<file path="config.mk">
export PLATFORM = sky130hd
export DESIGN_NAME = sr_drive_ctrl
export DESIGN_NICKNAME = d
export VERILOG_FILES = /design/src/rtl/sr_drive_ctrl.sv
export SDC_FILE = /design/constraint.sdc
export NUM_CORES = 1
export LEC_CHECK = 0
export CAP_MARGIN = 25
export CORE_MARGIN = 1
export CORE_UTILIZATION = 24
export DETAILED_ROUTE_END_ITERATION = 10
export PLACE_DENSITY = 0.39
export SLEW_MARGIN = 40
export SYNTH_ARGS = -nofsm -noshare
export SYNTH_HDL_FRONTEND = slang
export SYNTH_SLANG_ARGS = --single-unit
</file>
<file path="constraint.sdc">
create_clock -name clk -period 2.8 [get_ports clk]
set_clock_uncertainty 0.15 [all_clocks]
set_input_delay 0.56 -clock clk [delete_from_list [all_inputs] [get_ports clk]]
set_output_delay 0.56 -clock clk [all_outputs]
set_load 0.03 [all_outputs]
</file>
<file path="src/rtl/sr_drive_ctrl.sv">
// sr_drive_ctrl: command sequencer driving the S/R inputs of an SR flip-flop.
// Set/reset/toggle requests are queued in a small FIFO. Each one becomes a
// HOLD-cycle pulse on exactly one of S or R, followed by a one-cycle guard
// (CHECK) in which both lines are low.
//
// Optional feature macro: SR_CHECK_EN
//   defined   - Q is compared with the expected value at the end of CHECK;
//               a mismatch sets the sticky err flag, err_clr clears it.
//   undefined - CHECK remains as a timing guard only; err is tied to 0.
//
// Ports:
//   clk, rst_n             clock, asynchronous active-low reset
//   cmd_valid, cmd_op      command request (00 nop, 01 set, 10 reset, 11 toggle)
//   cmd_ready              FIFO not full (registered)
//   Q                      flip-flop output fed back for toggles and checking
//   err_clr                synchronous clear of err
//   S, R                   registered set/reset drive, never both high
//   busy                   FSM active or FIFO non-empty (registered)
//   fifo_count             number of queued commands
//   err                    sticky readback-mismatch flag
module sr_drive_ctrl #(
   parameter int unsigned DEPTH = 4,
   parameter int unsigned HOLD  = 2
) (
   input  logic                           clk,
   input  logic                           rst_n,
   input  logic                           cmd_valid,
   input  logic [1:0]                     cmd_op,
   output logic                           cmd_ready,
   input  logic                           Q,
   input  logic                           err_clr,
   output logic                           S,
   output logic                           R,
   output logic                           busy,
   output logic [$clog2(DEPTH+1)-1:0]     fifo_count,
   output logic                           err
);

   localparam int unsigned PTR_W  = $clog2(DEPTH);
   localparam int unsigned CNT_W  = $clog2(DEPTH + 1);
   localparam int unsigned HOLD_W = (HOLD > 1) ? $clog2(HOLD) : 1;

   localparam logic [1:0] OP_NOP = 2'b00;
   localparam logic [1:0] OP_SET = 2'b01;
   localparam logic [1:0] OP_TGL = 2'b11;

   typedef enum logic [1:0] {
      ST_IDLE  = 2'd0,
      ST_DRIVE = 2'd1,
      ST_CHECK = 2'd2
   } state_e;

   state_e              state_q, state_d;
   logic [1:0]          mem_q [DEPTH];
   logic [PTR_W-1:0]    wptr_q, rptr_q;
   logic [CNT_W-1:0]    count_q, count_d;
   logic [HOLD_W-1:0]   hold_q, hold_d;
   logic                s_q, s_d;
   logic                r_q, r_d;
   logic                exp_q, exp_d;
   logic                ready_q, ready_d;
   logic                busy_q, busy_d;
   logic                err_q;

   logic                push_c;
   logic                pop_c;
   logic                set_c;
   logic [1:0]          head_op_c;

   assign head_op_c = mem_q[rptr_q];

   // Nops complete the handshake without being queued.
   assign push_c = cmd_valid && ready_q && (cmd_op != OP_NOP);

   // Popping from CHECK as well as IDLE lets back-to-back pulses start every
   // HOLD+1 cycles, leaving exactly one low guard cycle between them.
   assign pop_c  = (state_q != ST_DRIVE) && (count_q != '0);

   // Toggle resolves against the live flop output at the pop edge.
   assign set_c  = (head_op_c == OP_SET) || ((head_op_c == OP_TGL) && !Q);

   // State register
   always_ff @(posedge clk or negedge rst_n) begin
      if (!rst_n) begin
         state_q <= ST_IDLE;
      end else begin
         state_q <= state_d;
      end
   end

   // Next-state logic
   always_comb begin
      state_d = state_q;
      case (state_q)
         ST_IDLE:  if (pop_c) state_d = ST_DRIVE;
         ST_DRIVE: if (hold_q == '0) state_d = ST_CHECK;
         ST_CHECK: state_d = pop_c ? ST_DRIVE : ST_IDLE;
         default:  state_d = ST_IDLE;
      endcase
   end

   // Output / datapath next values
   always_comb begin
      s_d    = 1'b0;
      r_d    = 1'b0;
      hold_d = hold_q;
      exp_d  = exp_q;
      case (state_q)
         ST_DRIVE: begin
            if (hold_q != '0) begin
               s_d    = s_q;
               r_d    = r_q;
               hold_d = hold_q - HOLD_W'(1);
            end
         end
         ST_IDLE, ST_CHECK: begin
            if (pop_c) begin
               s_d    = set_c;
               r_d    = !set_c;
               exp_d  = set_c;
               hold_d = HOLD_W'(HOLD - 1);
            end
         end
         default: ;
      endcase
   end

   always_comb begin
      count_d = count_q + CNT_W'(push_c) - CNT_W'(pop_c);
      ready_d = (count_d != CNT_W'(DEPTH));
      busy_d  = (state_d != ST_IDLE) || (count_d != '0);
   end

   // Control and drive registers; S/R drop asynchronously on reset.
   always_ff @(posedge clk or negedge rst_n) begin
      if (!rst_n) begin
         s_q     <= 1'b0;
         r_q     <= 1'b0;
         hold_q  <= '0;
         exp_q   <= 1'b0;
         count_q <= '0;
         wptr_q  <= '0;
         rptr_q  <= '0;
         ready_q <= 1'b1;
         busy_q  <= 1'b0;
      end else begin
         s_q     <= s_d;
         r_q     <= r_d;
         hold_q  <= hold_d;
         exp_q   <= exp_d;
         count_q <= count_d;
         ready_q <= ready_d;
         busy_q  <= busy_d;
         if (push_c) wptr_q <= wptr_q + PTR_W'(1);
         if (pop_c)  rptr_q <= rptr_q + PTR_W'(1);
      end
   end

   // FIFO storage; contents are qualified by count, so no reset needed.
   always_ff @(posedge clk) begin
      if (push_c) mem_q[wptr_q] <= cmd_op;
   end

`ifdef SR_CHECK_EN
   logic mismatch_c;
   assign mismatch_c = (state_q == ST_CHECK) && (Q != exp_q);

   // Sticky error; a new mismatch wins over a simultaneous clear.
   always_ff @(posedge clk or negedge rst_n) begin
      if (!rst_n) begin
         err_q <= 1'b0;
      end else if (mismatch_c) begin
         err_q <= 1'b1;
      end else if (err_clr) begin
         err_q <= 1'b0;
      end
   end
`else
   logic unused_chk;
   assign unused_chk = ^{err_clr, exp_q};
   assign err_q      = 1'b0;
`endif

   assign S          = s_q;
   assign R          = r_q;
   assign cmd_ready  = ready_q;
   assign busy       = busy_q;
   assign fifo_count = count_q;
   assign err        = err_q;

endmodule
</file>
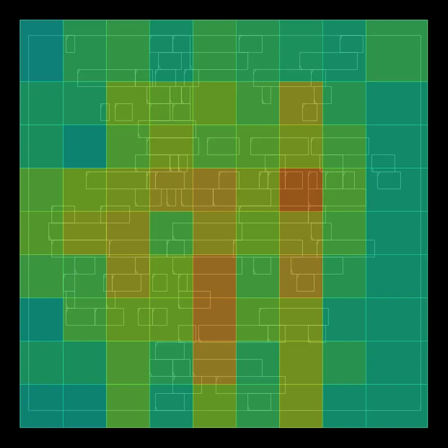
(images/congestion_map.png)
GRT Total Usage: 0.0950
final core occ: 0.336
met1 Usage GRT: 0.117

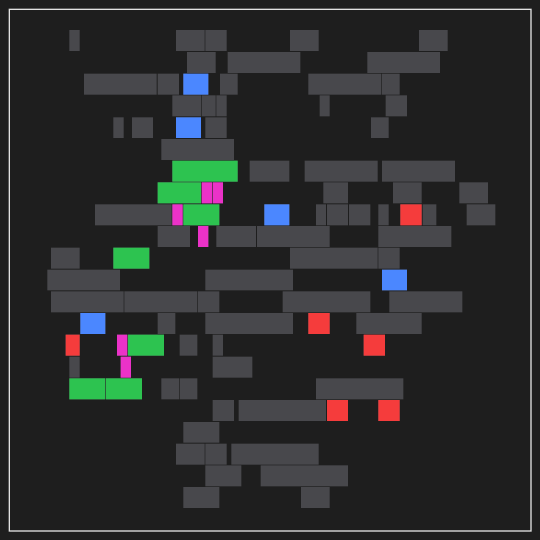
(images/gates.png)
Scale: 8 px per um.
colour	family	cells	most used
red	aoi and oai cells	6	a21boi_0
magenta	inv cells	6	inv_1
green	fa/ha/maj cells	7	ha_1
blue	xor and xnor cells	5	xor2_1
Non-Filler Instances: 142
Comb area share: 0.273
most frequent logic cell in the layout: dfrtp_1

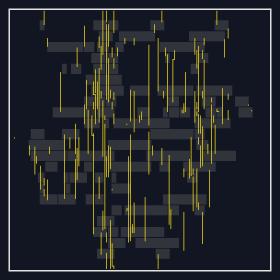
(images/m2.png)
Scale: 4 px per um. Cells faint in the background.
wire length on this layer	789 um
share of all routed wire	48%
main direction	vertical
longest straight run	26.5 um
nets with wire on the layer	92

==> results.cfg <==
; generated from flow reports
[run_status]
run_status = finished, final reports clean

[routing]
num_vias = 571
routed_wl_um = 1640
wl_per_cell_um = 11.6
drc_errors = 0
drtIter0Drc = 15
viasPerCell = 4.02
dr.pass1.iters = 2
ant_nets = 0

[yosys]
postSynthSeqShare = 0.621
yosysWarnings = 0
edf_count = 8
synthAdderAreaFrac = 0.0997
synthesis.nets = 84
synth-xor-area-share = 0.0459
ys.flops = 22
synthAoiAreaFrac = 0.0827
synthArstFlopShare = 0.636
synth.cell_area_um2 = 953
ys_cells = 70
top_logic_kind = adder cells
avgSynthCellArea_um2 = 13.6
mux_share = 0.0236
simple_gate_share = 0.0919
ys_types = 27
flop_cell = dfrtp_1
ys_area_um2 = 953
netlist_instances = 70

[critical_path]
required_ns = 2.79
rr_endpoint = busy
path_class = reg2reg
timing.critical_path.buf_inv = 1
max_stage_delay_ns = 0.47
worst_path_max_delay_cell = fa_2
path_cells = nor3_1, nor2_1, ha_1, inv_1, ha_2, fa_2, nor2_4, nand2_1, or3_1
cp_top_family = simple AND/OR/NAND/NOR gates
crit_cells = 9
start_kind = flip-flop
crit_path_end_kind = flip-flop
arrival_ns = 2.62
crit_fanout = 4
reg2reg_from = fifo_count[1]
rrSetupSlack_ns = 0.17
reg2regPathDepth = 9

[pwr]
power_density_mw_per_mm2 = 1220
p_leak_nw = 0.552
ir_drop_mv = 0.341

[floorplanning]
rows = 22
boundaryPins = 15
die-width_um = 65.0
die-area_mm2 = 0.00423
initial_utilization = 0.255
core_mm2 = 0.00374
die_y_um = 65.0

[cts]
clkLatencyLatePin_ns = 0.26
cts.sinks = 22
numCtsBuffers = 3
htreeDepth = 1
cts_tree = built
clkTransAtPathRegs_ns = 0.08
cts.path.max_buffers = 2
cts_root_buf = clkbuf_8
cts-hold-fix-buffers = 0

[hold_path]
hp-class = reg2reg
hold_path_depth = 1
min-delay-start = rptr_q[1]
min_to = rptr_q[1]

[global_route]
grt_max_degree = 15
antenna_found_initial = 0
grt_pass1_wl_um = 2920
gr-total-overflow = 0
grt_pass1_vias = 636

[placement]
port_buffers = 12
gp_congestion = 0.659
placed_cells = 136
postPlaceCellArea_mm2 = 0.00118
hpwlAfterDp_um = 1280
pre_cts_ws_ns = -0.288

[sta]
post-route-period-util = 0.939
period_needed_ns = 2.63
slew_headroom = 0.573
drv_slew = 0
max_freq_mhz = 380
whs_ns = 0.335
finalWorstSetupSlack_ns = 0.170
hold_viol_final = 0
tightestPinTransition_ns = 0.638
finalSetupViolCount = 0

[flow_run]
warning_count = 30
drv_cap = 0

[layout]
layout-drive-gt1-share = 0.191
lay_top_cells = dfrtp_1 (13), clkdlybuf4s50_1 (9), buf_4 (9)
fillerInstances = 410
syn2layout_area_growth_pct = 32.0
nets = 109
antenna_cells = 0
final_design_area_no_fill_mm2 = 0.00126
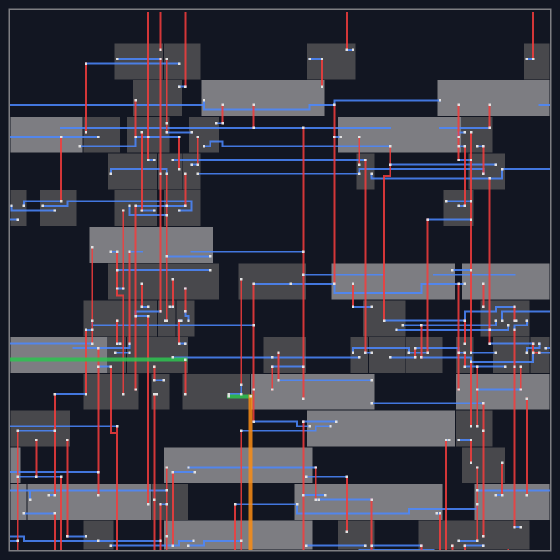
(images/closeup.png)
Window x 13 to 53, y 25 to 65 um. Cells in grey, sequential cells in the stronger grey; small squares are vias.
colour	layer
blue	M1
red	M2
green	M3
orange	M4
most frequent	dfrtp_1 (11), buf_4 (7), clkdlybuf4s50_1 (5)
sequential cells in the window	16
cells with their middle in the window	61
netlist names of flops here include	`mem_q` (4), `fifo_count` (3), `rptr_q` (2)

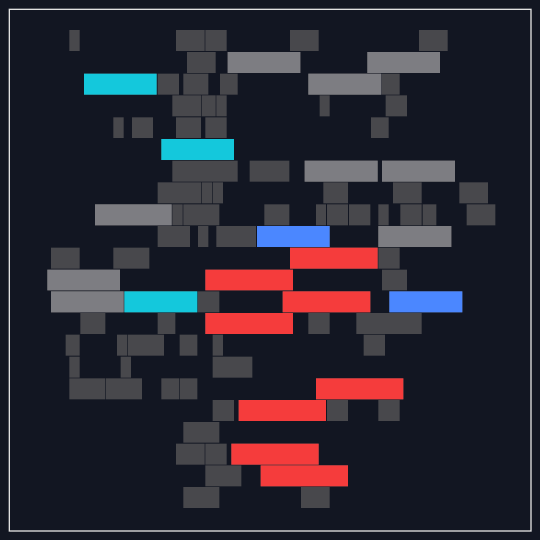
(images/ff_map.png)
Scale: 8 px per um. Other sequential cells in the stronger grey, the rest of the logic in the fainter grey.
colour	signal	flops
blue	`rptr_q`	2
red	`mem_q`	8
cyan	`fifo_count`	3
not coloured	9

[repair_timing]
item                                   4_1_cts  5_1_grt
endpoints found under the hold margin        0        0
resized                                      1        6
setup endpoints to repair                    1        1
setup buffers                                0        2
pin swaps                                    1        6
[layer usage]
metal / GRT usage / share of wire
met2: 0.151 / 0.48
met5: 0 / 0
met3: 0.0211 / 0.026
met1: 0.117 / 0.47
met4: 0.0571 / 0.020
[worst register-to-register path, stage by stage, from the launching register on]
cell	delay (ns)
dfrtp_1	0.42
nor3_1	0.31
nor2_1	0.13
ha_1	0.30
inv_1	0.06
ha_2	0.17
fa_2	0.47
nor2_4	0.11
nand2_1	0.05
or3_1	0.35
[registers in the layout (all words and copies together), names as in the netlist]
| signal | cells |
|---|---|
| S | 1 |
| busy | 1 |
| wptr_q | 2 |
| rptr_q | 2 |
| R | 1 |
| fifo_count | 3 |
| state_q | 2 |
| cmd_ready | 1 |
| mem_q | 8 |
| hold_q | 1 |
[cells by family after synthesis]
| logic type | after synthesis |
|---|---|
| DFF | 22 |
| and+or+nand+nor | 17 |
| AOI/OAI and AO/OA | 10 |
| adders and majority gates | 7 |
| buffers and inverters | 7 |
| xor gates and xnor gates | 5 |
| other | 1 |
| muxes | 1 |
[area by class of cell]
class / instances / area [um2] / share of cell area
inverters: 6 / 22.5 / 0.0179
clock buffers: 4 / 45.0 / 0.0358
well taps: 48 / 60.1 / 0.0477
multi-input cells: 41 / 344 / 0.273
flip-flops and latches: 22 / 592 / 0.470
repair buffers: 21 / 195 / 0.155
[through the flow]
step,total power (W),TNS [ns]
global placement,0.00121,-0.526
floorplan,0.000936,0
CTS,0.00143,0
global route,0.00168,-0.00594
detailed placement,0.00122,-0.435
finish,0.00154,0
[cell usage after synthesis, types with 2 or more instances]
| cell | count | area (um2) |
|---|---|---|
| nor2_1 | 4 | 15.0 |
| inv_1 | 6 | 22.5 |
| and2_1 | 4 | 25.0 |
| xor2_1 | 3 | 26.3 |
| xnor2_1 | 2 | 17.5 |
| ha_1 | 6 | 75.1 |
| edfxtp_1 | 8 | 240 |
| nand2_1 | 3 | 11.3 |
| a21boi_0 | 4 | 30.0 |
| dfrtp_1 | 13 | 325 |
[where the power goes]
| group | total (W) | leakage [nW] | internal [W] | switching, W |
|---|---|---|---|---|
| Sequential | 0.000536 | 0.237 | 0.000455 | 0.0000811 |
| Combinational | 0.000803 | 0.292 | 0.000426 | 0.000377 |
| Clock | 0.000201 | 0.0228 | 0.000101 | 0.0000995 |
| Total | 0.00154 | 0.552 | 0.000982 | 0.000558 |
[worst max-delay path by stage]
stage                   from   end  slack [ns]
6_report       fifo_count[1]  busy        0.17
4_1_cts            cmd_op[0]  busy        0.04
2_1_floorplan  fifo_count[1]  busy        0.01
3_3_place_gp       cmd_op[1]  busy       -0.30
3_5_place_dp       cmd_op[1]  busy       -0.29
5_1_grt        fifo_count[1]  busy      -0.006
Power and IR drop assume default switching activity.
